`src/rtl/multicycle_alu_if.sv`:
```
// multicycle_alu_if: request/response bundle of the execute-stage ALU.
//   start  - request strobe, honoured only while busy = 0
//   op     - 4-bit operation code, sampled with start
//   dataA  - operand A, sampled with start
//   dataB  - operand B (also the value that SRL/SLL shift), sampled with start
//   shamt  - shift amount, sampled with start
//   result - registered result
//   zero   - (result == 0)
//   busy   - high while MULTU/DIVU iterates
//   done   - one-cycle pulse when result (and HI/LO) is valid
// Modports: master drives requests (controller side), slave is the ALU.
interface multicycle_alu_if #(
  parameter int WIDTH = 32
);
  localparam int SHW = $clog2(WIDTH);

  logic             start;
  logic [3:0]       op;
  logic [WIDTH-1:0] dataA;
  logic [WIDTH-1:0] dataB;
  logic [SHW-1:0]   shamt;
  logic [WIDTH-1:0] result;
  logic             zero;
  logic             busy;
  logic             done;

  modport master (
    output start, op, dataA, dataB, shamt,
    input  result, zero, busy, done
  );

  modport slave (
    input  start, op, dataA, dataB, shamt,
    output result, zero, busy, done
  );
endinterface

```
`src/rtl/multicycle_alu.sv`:
```
// multicycle_alu: sequential execute-stage ALU.
// Single-cycle logic/arithmetic/compare/shift ops complete one cycle after
// acceptance; MULTU (shift-add) and DIVU (restoring) iterate one bit per
// cycle for WIDTH cycles and then write the internal HI/LO pair.
// Ports:
//   clk   - rising-edge clock
//   reset - synchronous, active-high reset (aborts any running operation)
//   bus   - multicycle_alu_if slave modport (start/op/operands in,
//           result/zero/busy/done out)
// WIDTH must be >= 4 and a power of two; SHW is derived from it.
module multicycle_alu #(
  parameter int WIDTH = 32,
  parameter int SHW   = $clog2(WIDTH)
) (
  input  logic                 clk,
  input  logic                 reset,
  multicycle_alu_if.slave      bus
);

  localparam logic [3:0] OpAnd   = 4'b0000;
  localparam logic [3:0] OpOr    = 4'b0001;
  localparam logic [3:0] OpAdd   = 4'b0010;
  localparam logic [3:0] OpSrl   = 4'b0011;
  localparam logic [3:0] OpSll   = 4'b0100;
  localparam logic [3:0] OpSub   = 4'b0110;
  localparam logic [3:0] OpSlt   = 4'b0111;
  localparam logic [3:0] OpMultu = 4'b1000;
  localparam logic [3:0] OpDivu  = 4'b1001;
  localparam logic [3:0] OpMfhi  = 4'b1010;
  localparam logic [3:0] OpMflo  = 4'b1011;

  typedef enum logic [1:0] {
    IDLE = 2'd0,
    RUN  = 2'd1,
    DONE = 2'd2
  } aluState_t;

  aluState_t        stateReg, stateNext;
  logic [SHW-1:0]   countReg;
  logic [WIDTH-1:0] resultReg;
  logic [WIDTH-1:0] hiReg, loReg;
  // Iteration working registers: for MULTU {workHi, workLo} is the partial
  // product with the multiplier shifting out of workLo; for DIVU workHi is the
  // partial remainder and workLo shifts dividend bits out / quotient bits in.
  logic [WIDTH-1:0] workHiReg, workLoReg;
  logic [WIDTH-1:0] operandBReg;
  logic             isDivReg;

  logic             accept;
  logic             isLongOp;
  logic [WIDTH-1:0] quickResult;
  logic [WIDTH:0]   mulSum;
  logic [WIDTH:0]   divTrial;
  logic [WIDTH-1:0] stepHi, stepLo;

  assign isLongOp = (bus.op == OpMultu) || (bus.op == OpDivu);

  // State register
  always_ff @(posedge clk) begin
    if (reset) begin
      stateReg <= IDLE;
    end else begin
      stateReg <= stateNext;
    end
  end

  // Next state; DONE accepts a new request exactly like IDLE so that the
  // controller can issue back-to-back.
  always_comb begin
    stateNext = stateReg;
    accept    = 1'b0;
    case (stateReg)
      IDLE, DONE: begin
        if (bus.start) begin
          accept    = 1'b1;
          stateNext = isLongOp ? RUN : DONE;
        end else begin
          stateNext = IDLE;
        end
      end
      RUN: begin
        if (countReg == '0) begin
          stateNext = DONE;
        end
      end
      default: stateNext = IDLE;
    endcase
  end

  // Single-cycle results, computed straight from the request. MFHI/MFLO read
  // the committed HI/LO, which are already updated in a MULTU/DIVU DONE cycle.
  always_comb begin
    quickResult = '0;
    case (bus.op)
      OpAnd:  quickResult = bus.dataA & bus.dataB;
      OpOr:   quickResult = bus.dataA | bus.dataB;
      OpAdd:  quickResult = bus.dataA + bus.dataB;
      OpSub:  quickResult = bus.dataA - bus.dataB;
      OpSlt:  quickResult = {{(WIDTH-1){1'b0}}, ($signed(bus.dataA) < $signed(bus.dataB))};
      OpSrl:  quickResult = bus.dataB >> bus.shamt;
      OpSll:  quickResult = bus.dataB << bus.shamt;
      OpMfhi: quickResult = hiReg;
      OpMflo: quickResult = loReg;
      default: quickResult = '0;
    endcase
  end

  // One iteration step of either long operation.
  always_comb begin
    // Shift-add: conditionally add B into the upper half, then shift the
    // whole (WIDTH+1)-bit-carry-extended product right by one.
    mulSum   = {1'b0, workHiReg} + (workLoReg[0] ? {1'b0, operandBReg} : '0);
    // Restoring divide: bring the next dividend bit into the remainder and
    // try subtracting B; a set top bit means the trial went negative.
    divTrial = {workHiReg, workLoReg[WIDTH-1]} - {1'b0, operandBReg};
    if (isDivReg) begin
      if (!divTrial[WIDTH]) begin
        stepHi = divTrial[WIDTH-1:0];
        stepLo = {workLoReg[WIDTH-2:0], 1'b1};
      end else begin
        stepHi = {workHiReg[WIDTH-2:0], workLoReg[WIDTH-1]};
        stepLo = {workLoReg[WIDTH-2:0], 1'b0};
      end
    end else begin
      stepHi = mulSum[WIDTH:1];
      stepLo = {mulSum[0], workLoReg[WIDTH-1:1]};
    end
  end

  // Datapath
  always_ff @(posedge clk) begin
    if (reset) begin
      countReg    <= '0;
      resultReg   <= '0;
      hiReg       <= '0;
      loReg       <= '0;
      workHiReg   <= '0;
      workLoReg   <= '0;
      operandBReg <= '0;
      isDivReg    <= 1'b0;
    end else if (accept) begin
      if (isLongOp) begin
        workHiReg   <= '0;
        workLoReg   <= bus.dataA;
        operandBReg <= bus.dataB;
        isDivReg    <= (bus.op == OpDivu);
        countReg    <= SHW'(WIDTH - 1);
      end else begin
        resultReg <= quickResult;
      end
    end else if (stateReg == RUN) begin
      workHiReg <= stepHi;
      workLoReg <= stepLo;
      if (countReg == '0) begin
        // Final (WIDTH-th) step commits straight into HI/LO and result.
        hiReg     <= stepHi;
        loReg     <= stepLo;
        resultReg <= stepLo;
      end else begin
        countReg <= countReg - 1'b1;
      end
    end
  end

  assign bus.result = resultReg;
  assign bus.zero   = (resultReg == '0);
  assign bus.busy   = (stateReg == RUN);
  assign bus.done   = (stateReg == DONE);

endmodule

```
`src/flat_wrapper.sv`:
```
// flat-port wrapper written by rule: the top's interface ports become plain ports
module multicycle_alu_flat 
#(
  parameter int WIDTH = 32,
  parameter int SHW   = $clog2(WIDTH)
)
  (clk, reset, bus_start, bus_op, bus_dataA, bus_dataB, bus_shamt, bus_result, bus_zero, bus_busy, bus_done);
  multicycle_alu_if #(.WIDTH(WIDTH)) bus_i ();
  input  logic clk;
  input  logic reset;
  input wire logic [$bits(bus_i.start)-1:0] bus_start;
  input wire logic [$bits(bus_i.op)-1:0] bus_op;
  input wire logic [$bits(bus_i.dataA)-1:0] bus_dataA;
  input wire logic [$bits(bus_i.dataB)-1:0] bus_dataB;
  input wire logic [$bits(bus_i.shamt)-1:0] bus_shamt;
  output wire logic [$bits(bus_i.result)-1:0] bus_result;
  output wire logic [$bits(bus_i.zero)-1:0] bus_zero;
  output wire logic [$bits(bus_i.busy)-1:0] bus_busy;
  output wire logic [$bits(bus_i.done)-1:0] bus_done;
  assign bus_i.start = bus_start;
  assign bus_i.op = bus_op;
  assign bus_i.dataA = bus_dataA;
  assign bus_i.dataB = bus_dataB;
  assign bus_i.shamt = bus_shamt;
  assign bus_result = bus_i.result;
  assign bus_zero = bus_i.zero;
  assign bus_busy = bus_i.busy;
  assign bus_done = bus_i.done;
  multicycle_alu #(.WIDTH(WIDTH), .SHW(SHW)) u_core (.clk(clk), .reset(reset), .bus(bus_i));
endmodule
```
`config.mk`:
```
export PLATFORM = sky130hd
export DESIGN_NAME = multicycle_alu_flat
export DESIGN_NICKNAME = d
export VERILOG_FILES = /design/src/rtl/multicycle_alu_if.sv /design/src/rtl/multicycle_alu.sv /design/src/flat_wrapper.sv
export SDC_FILE = /design/constraint.sdc
export NUM_CORES = 1
export LEC_CHECK = 0
export CELL_PAD_IN_SITES_DETAIL_PLACEMENT = 0
export CELL_PAD_IN_SITES_GLOBAL_PLACEMENT = 1
export CORE_MARGIN = 4
export CORE_UTILIZATION = 40
export DETAILED_ROUTE_END_ITERATION = 10
export PLACE_DENSITY = 0.79
export SYNTH_ARGS = -nofsm -noshare
export SYNTH_HDL_FRONTEND = slang
export SYNTH_SLANG_ARGS = --single-unit
```
`constraint.sdc`:
```
create_clock -name clk -period 3.75 [get_ports clk]
set_input_delay 0.75 -clock clk [delete_from_list [all_inputs] [get_ports clk]]
set_output_delay 0.75 -clock clk [all_outputs]
set_load 0.05 [all_outputs]
```
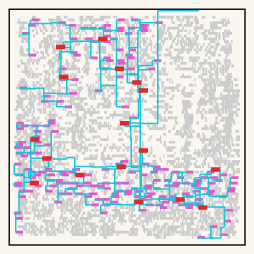
Figure 1: clock distribution.
Drawn at 1 px/um.
Key: red = clock-net drivers [count 17]; magenta = flip-flops [count 200]; cyan = clock wires [length 3050 um]
There are 18 routed clock nets.

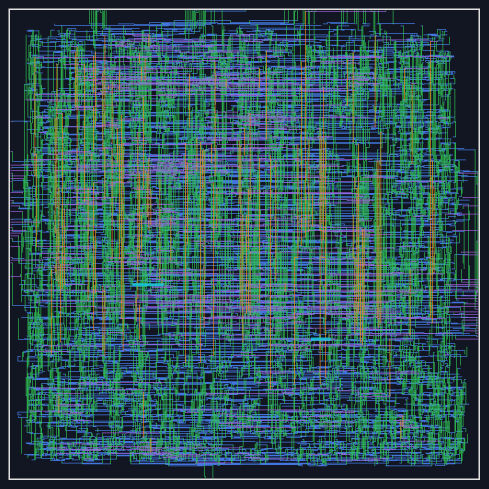
Figure 2: routed metal, one colour a layer.
Drawn at 2 px/um.
Key: purple = M3 [wire length 10500 um]; blue = M1 [wire length 46.4 mm]; green = M2 [wire length 45.2 mm]; orange = M4 [wire length 5040 um]; cyan = M5 [wire length 22.1 um]

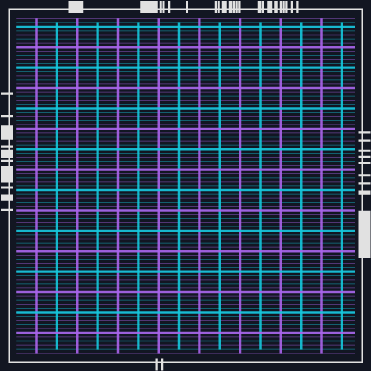
Figure 3: supply network.
Drawn at 1.5 px/um. Pins as bars on the die edge.
Key: cyan = VDD; purple = VSS
83 met1 rails follow the rows. The core has 82 rows. 16 straps on met5.

## synthesized netlist by cell type (15+ instances only)
library cell,number
nor2_1,321
a21oi_1,308
nand2_1,255
dfxtp_1,200
ha_1,165
inv_1,148
clkbuf_1,141
o21ai_0,135
mux2i_1,118
a211oi_1,77
nor3_1,65
a21o_1,49
mux4_2,44
nand3_1,42
xnor2_1,42
and2_1,41
o211ai_1,35
a22oi_1,30
a221oi_1,26
o22ai_1,26
a31oi_1,23
o21bai_1,22
xor2_1,22
nand4_1,21
nor4_1,21
buf_2,19
nand2b_1,18
nor2b_1,17
o21a_1,17
a22o_1,16
or2_2,16
buf_1,15
o31ai_1,15
## tightest hold or removal path, stage by stage, from the launching register on
cell and delay (ps):
dfxtp_1 320, nand2_1 50, a21oi_1 50
## layer usage
metal	track usage	up-vias
li1	-	10900
met1	0.529	11800
met2	0.570	1402
met3	0.0781	250
met4	0.151	4
met5	0	-
## path summary, 6_finish.rpt
kind,depth (start not counted),to,slack (ps)
worst max-delay path,17,u_core.hiReg[6],110
worst min-delay path,2,u_core.hiReg[7],470
worst max register to register,17,u_core.hiReg[6],110
worst min register to register,2,u_core.hiReg[7],470
## power by group through the flow
stage / registers, mW / logic (mW) / clock network (mW)
2_1_floorplan: 2.34 / 1.44 / 0
3_3_place_gp: 2.30 / 2.92 / 0
3_5_place_dp: 2.30 / 2.92 / 0
4_1_cts: 2.25 / 2.98 / 2.00
5_1_grt: 2.25 / 3.27 / 2.05
6_report: 2.25 / 3.13 / 1.97
## timing repair
| item | 4_1_cts | 5_1_grt |
|---|---|---|
| pin swaps | 10 | 14 |
| setup endpoints to repair | 48 | 61 |
| buffers inserted | 4 | 5 |
| resized | 21 | 37 |
## cell type report
cell class | instances | area, um2 | share of cell area
Multi-Input combinational cell | 2207 | 15500 | 0.586
Sequential cell | 200 | 4010 | 0.152
Timing Repair Buffer | 591 | 4920 | 0.186
Clock inverter | 13 | 153 | 0.00578
Tap cell | 672 | 841 | 0.0318
Antenna cell | 2 | 5.00 | 0.000189
Inverter | 151 | 572 | 0.0216
Clock buffer | 19 | 454 | 0.0172
## cell families after synthesis
group	share of synthesized area
xor gates and xnor gates	0.0274
and+or+nand+nor	0.194
muxes	0.114
AOI/OAI and AO/OA	0.298
DFF	0.196
buffers and inverters	0.0663
adders and majority gates	0.105
## stage by stage
stage	area (um2)	power (mW)
6_report	26400	7.35
5_1_grt	26400	7.58
4_1_cts	26200	7.22
3_5_place_dp	25400	5.22
3_3_place_gp	25400	5.21
2_1_floorplan	20500	3.78
## flip-flops by register name, summed over array words and instances (netlist names)
| name | cells |
|---|---|
| u_core.loReg | 32 |
| u_core.stateReg | 2 |
| u_core.workHiReg | 32 |
| u_core.bus.result | 32 |
| u_core.isDivReg | 1 |
| u_core.operandBReg | 32 |
| u_core.countReg | 5 |
| u_core.hiReg | 32 |
| u_core.workLoReg | 32 |
==> run notes <==
This note records the results obtained with Yosys and OpenROAD.

Logic synthesis
The async set-reset flop share out of synthesis is 0. The average cell area after synthesis is 7.46 um2. The unique cell type count in the Yosys netlist is 99.

The cell type with the highest aggregate area in the netlist is dfxtp_1. Of the synthesized area, sequential elements account for 0.196. In the synthesized netlist the dominant register cell turns out to be dfxtp_1. In this run the cell area of the synthesized design comes to 20500 um2.

The gate count of the mapped netlist is 2744. The synth_stat.txt file lists the number of cells as 2744. The synthesized design contains 0 enable-type register cells. After synthesis, the cell types taking the most area are dfxtp_1, ha_1, a21oi_1.

Synthesis produced a netlist with a net count of 2989.

Setup path
The data arrival at the endpoint of the critical path is 4070 ps. The highest cell delay on the worst timing path is 360 ps. In this run the worst path has a maximum fanout of 9. STA lists the startpoint of the worst register-to-register path as u_core.workLoReg[31]. For reference, the critical path cell chain is inv_1 -> ha_2 -> inv_1 -> fa_2 -> a211oi_2 -> o211ai_1 -> o2111ai_2 -> a21oi_4 -> buf_4 -> o31ai_4 -> nor2_8 -> buf_12 -> buf_4 -> mux2i_1 -> a21oi_1 -> nand2_1 -> a21oi_1. The buffer-and-inverter tally for the worst setup path is 5. Grouping stages by cell kind, the critical path spends the most delay in AND-OR/OR-AND gates.

The critical path class is flip-flop to flip-flop. The endpoint required time on the critical path is 4180 ps. The startpoint of the most critical setup path is u_core.workLoReg[31]. STA classifies the critical path startpoint as a flip-flop.

Clock network
CTS built an H-tree with a depth of 4. For this design, the sink count on the clock tree is 200. Buffers inserted during clock tree synthesis total 17. CTS reports a maximum clock tree buffer depth of 2. The insertion delay at the late pin of the worst-skew pair is 490 ps.

On the worst setup and hold paths after CTS, the clock-pin slew comes to 80 ps. The CTS tree is built. The hold-fix buffer count after cts is 0. In this run the clock root is driven by a clkbuf_16.

Run status
The run finished with clean final reports.

Detailed routing
The top layer used by detailed routing is met5. The script logs the mean routed wire length per placed instance as 27.8 um. The via total after detailed routing is 24300. The via density per instance is 6.32. The violation tally recorded at the end of detailed-routing iteration 0 is 2885.

The met2 layer wire length in the routed design is 45.2 mm. The iteration count recorded for the first detailed-route pass is 8. In the per-layer breakdown of the detailed-route log, met1 shows 46.4 mm.

Place
The placement summary gives the final routability congestion estimate as 1.04. Summed over all nets, the half-perimeter wirelength after detailed placement is 86.3 mm. The tally of buffers added on design ports is 110.

STA
Setup slack closes at 106 ps. The final period utilization is 0.972. After layout, the setup clock skew is reported as 10.3 ps.

Hold-check failures listed in the final report amount to 0. The headroom to the max-slew limit is 0.307. The clock period minus final worst setup slack is 3640 ps. For reference, the final report shows the max-slew violation count at 0. Per the finish-stage timing summary, setup violations number 0. Looking at the max-slew report, the worst-margin pin has a slew of 1030 ps. The setup TNS is 0 ps.

Finish
Per the final layout report, the fraction of cells sized above drive strength 1 comes to 0.213. The area growth from synthesis to layout is 29.0%. The post-layout net count is 3413. The count of cells in the finished layout, fillers not included, comes to 3855. For this run, the share of the core covered by cells in the final layout is 0.524. After filler insertion, the fill cell instance count of the layout stands at 4999.

The highest-count logic cell in the final layout is buf_4.

Global route
The global-route wire length before repair is 153 mm. For this run the aggregate overflow at the end of global routing stands at 0. The pin count of the biggest net entering global routing is 82.

Total global-route track usage over all layers is 0.379. The initial antenna violation count is 3. The number of global-route vias before repair is 22900.

Power and ir drop
The total net switching power is 2.93 mW. The cell-internal power is 4.42 mW. The power share of the sequential group is 0.307. The combinational share of power is 0.425. The largest voltage drop on the vdd net is 0.000262 V. The power density normalized to cell area is 278 nW/um2. Of the total power, the share spent switching nets is 0.399. The leakage power of the design is 11.2 nW.

Die
The die is 234 um tall. The placement row count is 82. The die is 234 um wide.

Run
The total of max-cap violations is 0.

Min path
Note that the worst hold path type here is flip-flop to flip-flop.
Power figures rest on the tool's default switching activity, not on a simulated workload.
